===== config.mk =====
export PLATFORM = sky130hd
export DESIGN_NAME = midi_decode_flat
export DESIGN_NICKNAME = d
export VERILOG_FILES = /design/src/rtl/midi_decode_if.sv /design/src/rtl/midi_decode.sv /design/src/flat_wrapper.sv
export SDC_FILE = /design/constraint.sdc
export NUM_CORES = 1
export LEC_CHECK = 0
export CAP_MARGIN = 20
export CORE_AREA = 10 10 74 64
export CTS_CLUSTER_DIAMETER = 30
export DETAILED_ROUTE_END_ITERATION = 12
export DIE_AREA = 0 0 84 74
export HOLD_SLACK_MARGIN = 0.08
export PLACE_DENSITY = 0.82
export REMOVE_ABC_BUFFERS = 1
export SLEW_MARGIN = 20
export SYNTH_ARGS = -nofsm -noshare
export SYNTH_HDL_FRONTEND = slang
export SYNTH_SLANG_ARGS = --single-unit

===== constraint.sdc =====
create_clock -name clk_in -period 1.91 [get_ports clk_in]
set_input_delay 0.382 -clock clk_in [delete_from_list [all_inputs] [get_ports clk_in]]
set_output_delay 0.382 -clock clk_in [all_outputs]
set_load 0.01 [all_outputs]

===== src/rtl/midi_decode_if.sv =====
// MIDI decoder byte-in / note-out bundle.
// Master drives bytes, slave emits note events.
interface midi_decode_if;
  logic [7:0] byte_in;
  logic       byte_valid_in;
  logic [7:0] midi_velocity_out;
  logic [7:0] midi_received_note_out;
  logic [3:0] midi_channel_out;
  logic       midi_status_out;
  logic       midi_data_ready_out;

  modport master (
    output byte_in,
    output byte_valid_in,
    input  midi_velocity_out,
    input  midi_received_note_out,
    input  midi_channel_out,
    input  midi_status_out,
    input  midi_data_ready_out
  );

  modport slave (
    input  byte_in,
    input  byte_valid_in,
    output midi_velocity_out,
    output midi_received_note_out,
    output midi_channel_out,
    output midi_status_out,
    output midi_data_ready_out
  );
endinterface


===== src/rtl/midi_decode.sv =====
// MIDI byte parser with running status.
// Emits one event per Note On / Note Off message.
module midi_decode #(
  parameter bit         OMNI    = 1'b1,
  parameter logic [3:0] CHANNEL = 4'd0
) (
  input logic          clk_in,
  input logic          rst_in,
  midi_decode_if.slave bus
);

  typedef enum logic [1:0] {
    IDLE,
    WAIT_D1,
    WAIT_D2,
    SYSEX
  } state_t;

  state_t     state_q, state_d;
  logic [7:0] run_q, run_d;
  logic [6:0] d1_q, d1_d;
  logic       emit;

  logic [7:0] b;
  logic       is_rt, is_sx, is_sc;
  logic       is_cs, is_dat;
  logic       one_byte, note_msg, ch_ok;

  assign b      = bus.byte_in;
  assign is_rt  = b[7:3] == 5'b11111;
  assign is_sx  = b == 8'hF0;
  assign is_sc  = b[7:4] == 4'hF
               && !is_rt && !is_sx;
  assign is_cs  = b[7] && b[7:4] != 4'hF;
  assign is_dat = !b[7];

  // 0xC/0xD carry one data byte
  assign one_byte = run_q[7:5] == 3'b110;
  // 0x8/0x9 are the only note messages
  assign note_msg = run_q[7:5] == 3'b100;
  assign ch_ok    = OMNI
                 || run_q[3:0] == CHANNEL;

  // Next-state: classify byte, advance parser
  always_comb begin
    state_d = state_q;
    run_d   = run_q;
    d1_d    = d1_q;
    emit    = 1'b0;
    if (bus.byte_valid_in) begin
      unique case (1'b1)
        is_rt: begin
        end
        is_sx: begin
          state_d = SYSEX;
          run_d   = '0;
        end
        is_sc: begin
          state_d = IDLE;
          run_d   = '0;
        end
        is_cs: begin
          state_d = WAIT_D1;
          run_d   = b;
        end
        is_dat: begin
          unique case (state_q)
            WAIT_D1: begin
              d1_d    = b[6:0];
              state_d = one_byte
                      ? WAIT_D1
                      : WAIT_D2;
            end
            WAIT_D2: begin
              emit    = note_msg && ch_ok;
              state_d = WAIT_D1;
            end
            default: begin
            end
          endcase
        end
        default: begin
        end
      endcase
    end
  end

  // State, running status and note outputs
  always_ff @(posedge clk_in) begin
    if (rst_in) begin
      state_q <= IDLE;
      run_q   <= '0;
      d1_q    <= '0;
      bus.midi_data_ready_out    <= 1'b0;
      bus.midi_velocity_out      <= '0;
      bus.midi_received_note_out <= '0;
      bus.midi_channel_out       <= '0;
      bus.midi_status_out        <= 1'b0;
    end else begin
      state_q <= state_d;
      run_q   <= run_d;
      d1_q    <= d1_d;
      bus.midi_data_ready_out <= emit;
      if (emit) begin
        bus.midi_velocity_out <=
          {1'b0, b[6:0]};
        bus.midi_received_note_out <=
          {1'b0, d1_q};
        bus.midi_channel_out <= run_q[3:0];
        bus.midi_status_out  <=
          run_q[4] && (b[6:0] != 7'd0);
      end
    end
  end

endmodule

===== src/flat_wrapper.sv =====
// flat-port wrapper written by rule: the top's interface ports become plain ports
module midi_decode_flat 
#(
  parameter bit         OMNI    = 1'b1,
  parameter logic [3:0] CHANNEL = 4'd0
)
  (clk_in, rst_in, bus_byte_in, bus_byte_valid_in, bus_midi_velocity_out, bus_midi_received_note_out, bus_midi_channel_out, bus_midi_status_out, bus_midi_data_ready_out);
  midi_decode_if bus_i ();
  input logic clk_in;
  input logic rst_in;
  input wire logic [$bits(bus_i.byte_in)-1:0] bus_byte_in;
  input wire logic [$bits(bus_i.byte_valid_in)-1:0] bus_byte_valid_in;
  output wire logic [$bits(bus_i.midi_velocity_out)-1:0] bus_midi_velocity_out;
  output wire logic [$bits(bus_i.midi_received_note_out)-1:0] bus_midi_received_note_out;
  output wire logic [$bits(bus_i.midi_channel_out)-1:0] bus_midi_channel_out;
  output wire logic [$bits(bus_i.midi_status_out)-1:0] bus_midi_status_out;
  output wire logic [$bits(bus_i.midi_data_ready_out)-1:0] bus_midi_data_ready_out;
  assign bus_i.byte_in = bus_byte_in;
  assign bus_i.byte_valid_in = bus_byte_valid_in;
  assign bus_midi_velocity_out = bus_i.midi_velocity_out;
  assign bus_midi_received_note_out = bus_i.midi_received_note_out;
  assign bus_midi_channel_out = bus_i.midi_channel_out;
  assign bus_midi_status_out = bus_i.midi_status_out;
  assign bus_midi_data_ready_out = bus_i.midi_data_ready_out;
  midi_decode #(.OMNI(OMNI), .CHANNEL(CHANNEL)) u_core (.clk_in(clk_in), .rst_in(rst_in), .bus(bus_i));
endmodule

run_1/metal_density.png
The die is cut into 17 by 15 equal tiles; white is low, dark blue is high, scaled to the fullest tile. Values are wire area over tile area, all layers added.
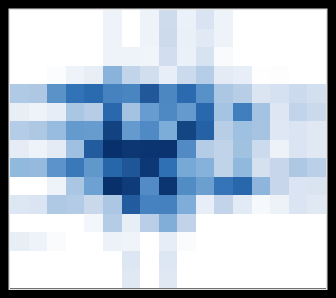
- densest ninth of the die: center
- tiles over half the peak: 19%
- fullest tile: 0.37
- nearly empty tiles: 36%
routed length per instance: 12.9 um
Vias: 1,222
total track usage: 0.110
Total Wirelength: 3210 um

run_1/layer_met1.png
The bar under the picture is 20 um long.
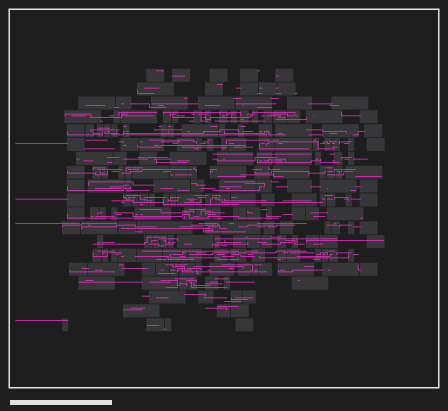
- share of all routed wire: 46%
- nets with wire on the layer: 185
met1 GRT Util: 0.124

==> results.ini, run 1 <==
[outcome]
status=finished, final reports clean

[sta]
timing.fmax_mhz=602
finalSetupViolCount=0
min_period_over_period=0.870
slew_violations=0

[critical_path]
rrSetupSlack_ns=0.38
worstSetupEndpointType=flip-flop
r2r-end=u_core.bus.midi_received_note_out[3]$_SDFFE_PP0P_
r2r-start=u_core.state_q[1]$_SDFFE_PP0P_
worstRegToRegCells=5
crit_type=input pin to flip-flop

[global_routing]
grt_max_degree=31
grt-ovfl-total=0
antenna_found_initial=0

[power]
p_seq_uw=803
swShare=0.212
pwr-share-seq=0.494
pg_clk_uw=691
pwr_density_cell_mw_per_mm2=826
pg_comb_uw=134
p_int_mw=1.28

[yosys]
ys_area_sq_mm=0.00142
logic_family=simple AND/OR/NAND/NOR gates
synth_flops=37
synth.cellmix.simpleShare=0.201
ff_type=dfxtp_1
top_cell=nand2_1
async_flop_share=0
netlist.area_leader.share=0.521
synthTopCellsByCount=nand2_1, dfxtp_1, a21oi_1
edf_count=0

[floorplanning]
floorplan.core_util=0.433
rows=19
die_width_um=84
die-height_um=74
die_area_sq_mm=0.00622

[routing]
firstDrtPassIters=4
ant_nets=0
highest_layer=met4

[clock_network]
htreeDepth=2
holdBufCountCts=0
cts_made_buffers=5
cts_setup_buffers=0
cts_tree=done

[hold_path]
min_from=u_core.run_q[3]$_SDFFE_PP0P_

run_1/congestion.png
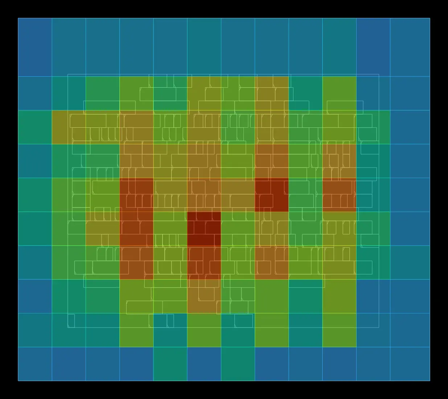
GRT busiest layer: met2
Final Core Density: 0.601
met3 global-route usage: 0.0655
GR Util met2: 0.166

-- run 1: metrics by stage --
step / power [mW] / utilization / setup TNS [ns] / instance area, sq um / hold slack, ns
6_report: 1.63 / 0.601 / 0 / 1970 / 0.452
3_5_place_dp: 0.953 / 0.564 / -0.512 / 1850 / 0.446
4_1_cts: 1.65 / 0.601 / 0 / 1970 / 0.456
5_1_grt: 1.71 / 0.601 / 0 / 1970 / 0.475
3_3_place_gp: 0.952 / 0.564 / 0 / 1850 / 0.441
2_1_floorplan: 0.875 / - / 0 / 1360 / 0.425
-- run 1: flip-flops by register name, summed over array words and instances, names as in the netlist --
register                           cells
u_core.run_q                           8
u_core.bus.midi_received_note_out      7
u_core.bus.midi_velocity_out           7
u_core.d1_q                            7
u_core.bus.midi_channel_out            4
u_core.state_q                         2
u_core.bus.midi_data_ready_out         1
u_core.bus.midi_status_out             1
-- run 1: placed cells by master (no fill, tap or decap), types with 3 or more instances in the layout --
master,count
nand2_1,40
inv_1,3
mux2i_1,7
clkbuf_8,6
clkdlybuf4s50_1,30
a21oi_1,22
a22o_1,6
nor2_1,11
dfxtp_1,37
buf_4,18
-- run 1: cell type report --
cell class                      instances  area, sq um
Fill cell                             308         1310
Sequential cell                        37          741
Multi-Input combinational cell        110          611
Timing Repair Buffer                   48          435
Clock buffer                            6         82.6
Tap cell                               42         52.6
Clock inverter                          2         37.5
Inverter                                3         11.3
-- run 1: worst max-delay path, stage by stage --
cell,delay [ns]
clkdlybuf4s50_1,0.45
nand2b_1,0.20
or4_1,0.44
buf_4,0.21
nand2_1,0.07
a21oi_1,0.07
run_1/detail.png
The bar under the picture is 5 um long. Window x 53 to 73, y 46 to 66 um. Cells in gray, sequential cells in the stronger gray; small squares are vias.
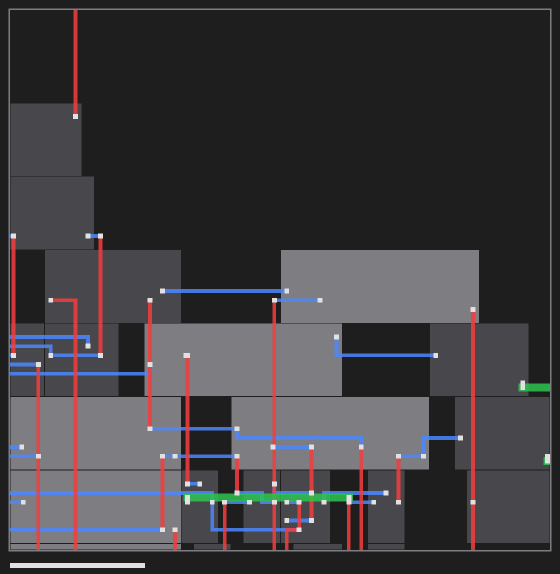

## Run 2: what changed since run 1
--- a/config.mk
+++ b/config.mk
@@ -5,13 +5,15 @@
 export SDC_FILE = /design/constraint.sdc
 export NUM_CORES = 1
 export LEC_CHECK = 0
+export ABC_AREA = 1
 export CAP_MARGIN = 20
 export CORE_AREA = 10 10 74 64
 export CTS_CLUSTER_DIAMETER = 30
 export DETAILED_ROUTE_END_ITERATION = 12
 export DIE_AREA = 0 0 84 74
+export GPL_TIMING_DRIVEN = 0
 export HOLD_SLACK_MARGIN = 0.08
-export PLACE_DENSITY = 0.82
+export PLACE_DENSITY = 0.86
 export REMOVE_ABC_BUFFERS = 1
 export SLEW_MARGIN = 20
 export SYNTH_ARGS = -nofsm -noshare
run_2/detail.png
The bar under the picture is 5 um long. Window x 53 to 73, y 46 to 66 um. Cells in gray, sequential cells in the stronger gray; small squares are vias.
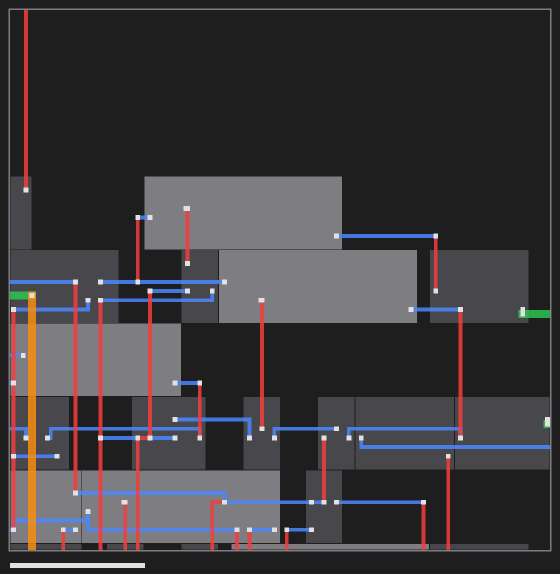
- metal 3: green
- metal 4: orange
- metal 1: blue
- metal 2: red
- netlist names of flops here include: u_core.bus.midi_received_note_out (2)
- cells with their middle in the window: 14
- sequential cells in the window: 4
- most frequent: nor2_1 (4), dfxtp_1 (4), clkdlybuf4s50_1 (3)

==> run 2 against run 1 <==
Critical path type unchanged. Clock-buffer cell count grew 2. Non-clock buffer count is 18 lower. Die size did not move. First-iteration DRC count grew 21%. Sequential power increased by 0.6%. Fmax rose by 3.4%. Worst hold slack worse by 0.0022 ns. Worst setup slack improved by 0.054 ns. Clock power shrank 27%. Flip-flop count is the same.
==> results.ini, run 2 <==
[global_routing]
grt-ovfl-total=0  ; unchanged
grt_max_degree=26  ; was 31

[outcome]
status=finished, final reports clean  ; unchanged

[sta]
hold_ws_ns=0.450  ; was 0.452 ns
slew_violations=0  ; unchanged

[power]
p_int_mw=1.12  ; was 1.28 mW

[routing]
via_count=1271  ; was 1,222
ant_nets=0  ; unchanged

[critical_path]
worstSetupEndpointType=flip-flop  ; unchanged
crit_type=input pin to flip-flop  ; unchanged
cp.buffers_inverters=1  ; was 2

[layout]
flop_area_sq_um=741  ; unchanged
largest_reg_flops=8  ; unchanged
clock_buffers=8  ; was 6
inv_count=19  ; was 3
seq_share=0.387  ; was 0.376
bufAreaShareNonClock=0.158  ; was 0.221
fill_cells=323  ; was 308

[yosys]
netlist.area_leader.share=0.479  ; was 0.521
ff_type=dfxtp_1  ; unchanged
ys_area_sq_mm=0.00155  ; was 0.00142 sq mm
edf_count=0  ; unchanged

[clock_network]
cts_tree=done  ; unchanged
htreeDepth=2  ; unchanged

[floorplanning]
n_tap_cell=42  ; unchanged
die_area_sq_mm=0.00622  ; unchanged
die-height_um=74  ; unchanged

run_2/congestion.png
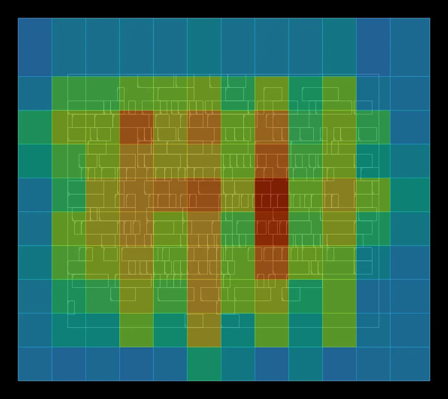
total track usage: 0.112
routed length per instance: 12.1 um
GR Util met2: 0.181
Final Core Density: 0.583
met3 global-route usage: 0.0513

[run 2: netlist changes by cell type after synthesis, sizes merged, moves of 9 or more]
cell and delta:
nor2 +39, o21bai +18, nand3 +9, nand2 -13
inv +16, a21oi -10
[run 2: final timing paths]
| path | from | end | slack (ns) | cells past startpoint |
|---|---|---|---|---|
| min | u_core.d1_q[2]$_SDFFE_PP0P_ | u_core.d1_q[2]$_SDFFE_PP0P_ | 0.45 | 2 |
| max | bus_byte_valid_in | u_core.d1_q[2]$_SDFFE_PP0P_ | 0.30 | 4 |
| max reg2reg | u_core.state_q[1]$_SDFFE_PP0P_ | u_core.d1_q[2]$_SDFFE_PP0P_ | 0.60 | 4 |
| min reg2reg | u_core.d1_q[2]$_SDFFE_PP0P_ | u_core.d1_q[2]$_SDFFE_PP0P_ | 0.45 | 2 |
[run 2: logic make-up (layout without fill, tap and decap cells)]
kind of cell,Yosys count,count (layout),share of synthesized area
other cells,1,2,0.00242
buf+inv,28,57,0.0970
simple gates,91,91,0.261
flops,37,37,0.479
compound gates,40,40,0.161
[run 2: timing repair]
action                     CTS  global route
setup buffers                0             0
setup endpoints to repair    0             8
resized                      0             1
[run 2: power by group through the flow]
stage | combinational (mW) | clock, mW | sequential, mW
after CTS | 0.148 | 0.521 | 0.808
final | 0.149 | 0.505 | 0.808
after global placement | 0.145 | 0 | 0.824
after global routing | 0.169 | 0.558 | 0.811
after floorplan | 0.0867 | 0 | 0.825
after detailed placement | 0.147 | 0 | 0.825
[run 2: metal layers]
layer	vias to the layer above	global-route usage	part of all wire
met1	554	0.127	0.48
met4	0	0.0501	0.014
li1	682	-	-
met5	-	0	0
met3	6	0.0513	0.072
met2	29	0.181	0.43
Power and IR drop assume default switching activity.
